**Run 1: met3 routing**

Scale bar: 50 um.
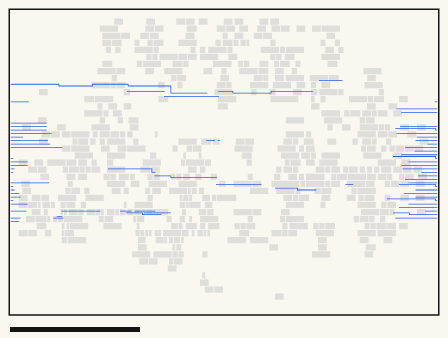
**Run 1: routing congestion map**

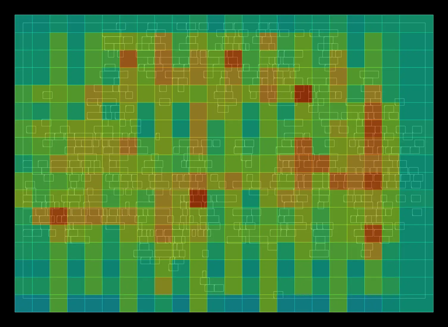
**Run 1: metal 1**

Scale bar: 50 um. Supply wires on this layer in gray.
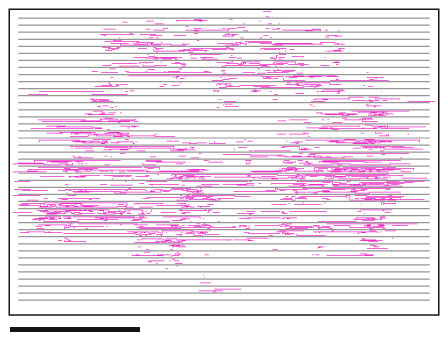
Design fetch_sequencer, sky130hd; sources not shown.
==> out/summary.txt, run 1 <==
fp_density: 25.7%
Psw: 468 uW
Cell area leaders: dfxtp_1 (40%), mux2i_1 (18%), nand2b_1 (17%)
final hold viol count: 0
met2 wire length: 5050 um
Max-area cell class: multi-input combinational cells
count leader, synth: nand2b_1
Clock Power Share: 34.2%
Mean Syn Cell Area: 10.0 sq um
ratio of cells with drive above 1 in the final layout: 12.3%
Max-cap violations: 1
Clock Sinks: 88
Final Max Slew Viols: 21
outcome: finished, violations left
number of synthesized flops with an enable pin: 0
failing checks: capacitance limit, slew limit
I/O Buffers: 89
Cells after Synth: 441
Yosys top cell by area: dfxtp_1
Storage cell area: 1760 sq um
initial antenna violation count: 0
internal power: 1.42 mW
tap cell count: 231
r2r setup slk: 0.60 ns
Post-synth top cells: nand2b_1 (122), dfxtp_1 (88), mux2i_1 (80)
Buf+Inv Stages, Crit Path: 3
Most common reg cell: dfxtp_1
Synth Cell Area: 4430 sq um
worst hold stages: 2
vias in the first global route: 3529
final-layout clock-cell area share: 2.94%
Post-route DRC: 0
About 'met3 routing':
longest straight run = 20.9 um
nets with wire on the layer = 65
wire length on this layer = 821 um
main direction = horizontal
grt met3 use: 4.70%
total wire length: 11400 um
Vias: 3362

About 'routing congestion map':
global routing usage on met1: 16.3%
Avg WL per Cell: 15.1 um
gr busiest metal: met2
GR Util met2: 17.7%
gr usage total: 11.8%

About 'metal 1':
main direction = horizontal
nets with wire on the layer = 512
share of all routed wire = 48%
wire length on this layer = 5520 um

## run 1: power by group through the flow
stage               clock network, mW  logic (mW)  registers, mW
floorplan                           0       0.124           1.02
finish                          0.644       0.236           1.00
global route                    0.712       0.255           1.01
detailed placement                  0       0.239           1.03
CTS                             0.675       0.241           1.00
global placement                    0       0.235           1.02
## run 1: metrics by stage
| step | area [sq um] | utilization, % | setup slack [ns] | cells |
|---|---|---|---|---|
| after floorplan | 4430 | - | 1.46 | 441 |
| after CTS | 5730 | 33.2 | 0.500 | 758 |
| after global placement | 5570 | 32.2 | 0.785 | 742 |
| after global routing | 5700 | 33.0 | 0.261 | 758 |
| after detailed placement | 5570 | 32.2 | 0.736 | 742 |
| final | 5700 | 33.0 | 0.446 | 758 |
==> inputs of run 2 (changes only) <==
Settings changed: CORE_UTILIZATION 25 to 50, PLACE_DENSITY from default to 0.78.
**Run 2: selected gate families**

Scale bar: 20 um.
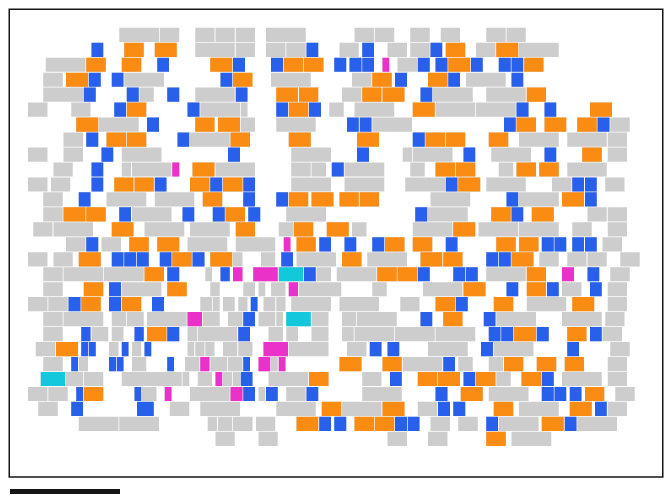
nand cells -> blue  # cells 147, most used nand2b_1, where widely spread
fa/ha/maj cells -> cyan  # cells 3, most used ha_1
nor cells -> magenta  # cells 15, most used nor2_1
mux cells -> orange  # cells 119, most used mux2i_1, where widely spread
Finished Layout Cells: 647
Comb/total area: 45.1%

**Run 2: a small window of the routed layout**

Scale bar: 10 um. Region (69, 1) to (109, 41) um. Cells in gray, sequential cells in the stronger gray; small squares are vias.
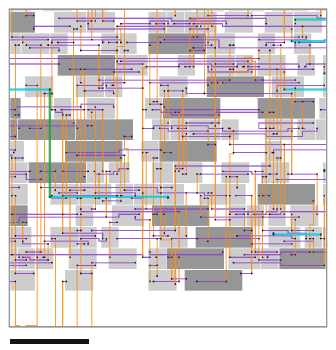
metal 1 -> purple
metal 4 -> green
metal 3 -> cyan
metal 2 -> orange
most frequent = nand2b_1 (31), mux2i_1 (18), dfxtp_1 (16)
cells with their middle in the window = 92
sequential cells in the window = 16

==> out/summary.txt, run 2 <==
Mean Syn Cell Area: 10.0 sq um
outcome: completed
Clock Power: 520 uW
Cells after Synth: 441
largest power group: sequential cells
Cells after DPL: 632
Vias: 3296
fp_density: 51.8%
Cell area leaders: dfxtp_1 (40%), mux2i_1 (18%), nand2b_1 (17%)
total wire length: 9810 um
count leader, synth: nand2b_1
Post-route DRC: 0
Avg WL per Cell: 15.2 um
sequential power: 1.00 mW
Max-cap violations: 0
pre-CTS WS: 0.663 ns
gr usage total: 20.3%
I/O Buffers: 89
Yosys top cell by area: dfxtp_1
Final WS setup: 0.606 ns
GR Util met2: 32.3%
gr busiest metal: met2
Psw: 420 uW
r2r setup slk: 1.31 ns
combinational cell power: 225 uW
grt met3 use: 6.53%
Final Max Slew Viols: 0
vias in the first global route: 3488
Core Util, Final: 64.4%
Most common reg cell: dfxtp_1
run 2: final cells by class:
cell class,count,area (sq um),share of cell area [%]
flip-flops and latches,88,1760,32.0
multi-input cells,317,2480,45.1
clock inverters,5,48.8,0.887
inverters,8,30.0,0.546
repair buffers,99,955,17.3
clock buffers,10,75.1,1.36
well taps,120,150,2.73
run 2: cells by family after synthesis:
| logic type | after synthesis |
|---|---|
| buffers and inverters | 36 |
| adders and majority gates | 3 |
| xor gates and xnor gates | 6 |
| AOI/OAI and AO/OA | 19 |
| DFF | 88 |
| muxes | 119 |
| and+or+nand+nor | 170 |
run 2: critical path, cell delays in order (launching register included):
cell and delay (ns):
dfxtp_2 0.66, buf_4 0.32, mux2_2 0.37, clkdlybuf4s50_1 0.49
Power figures rest on the tool's default switching activity, not on a simulated workload.
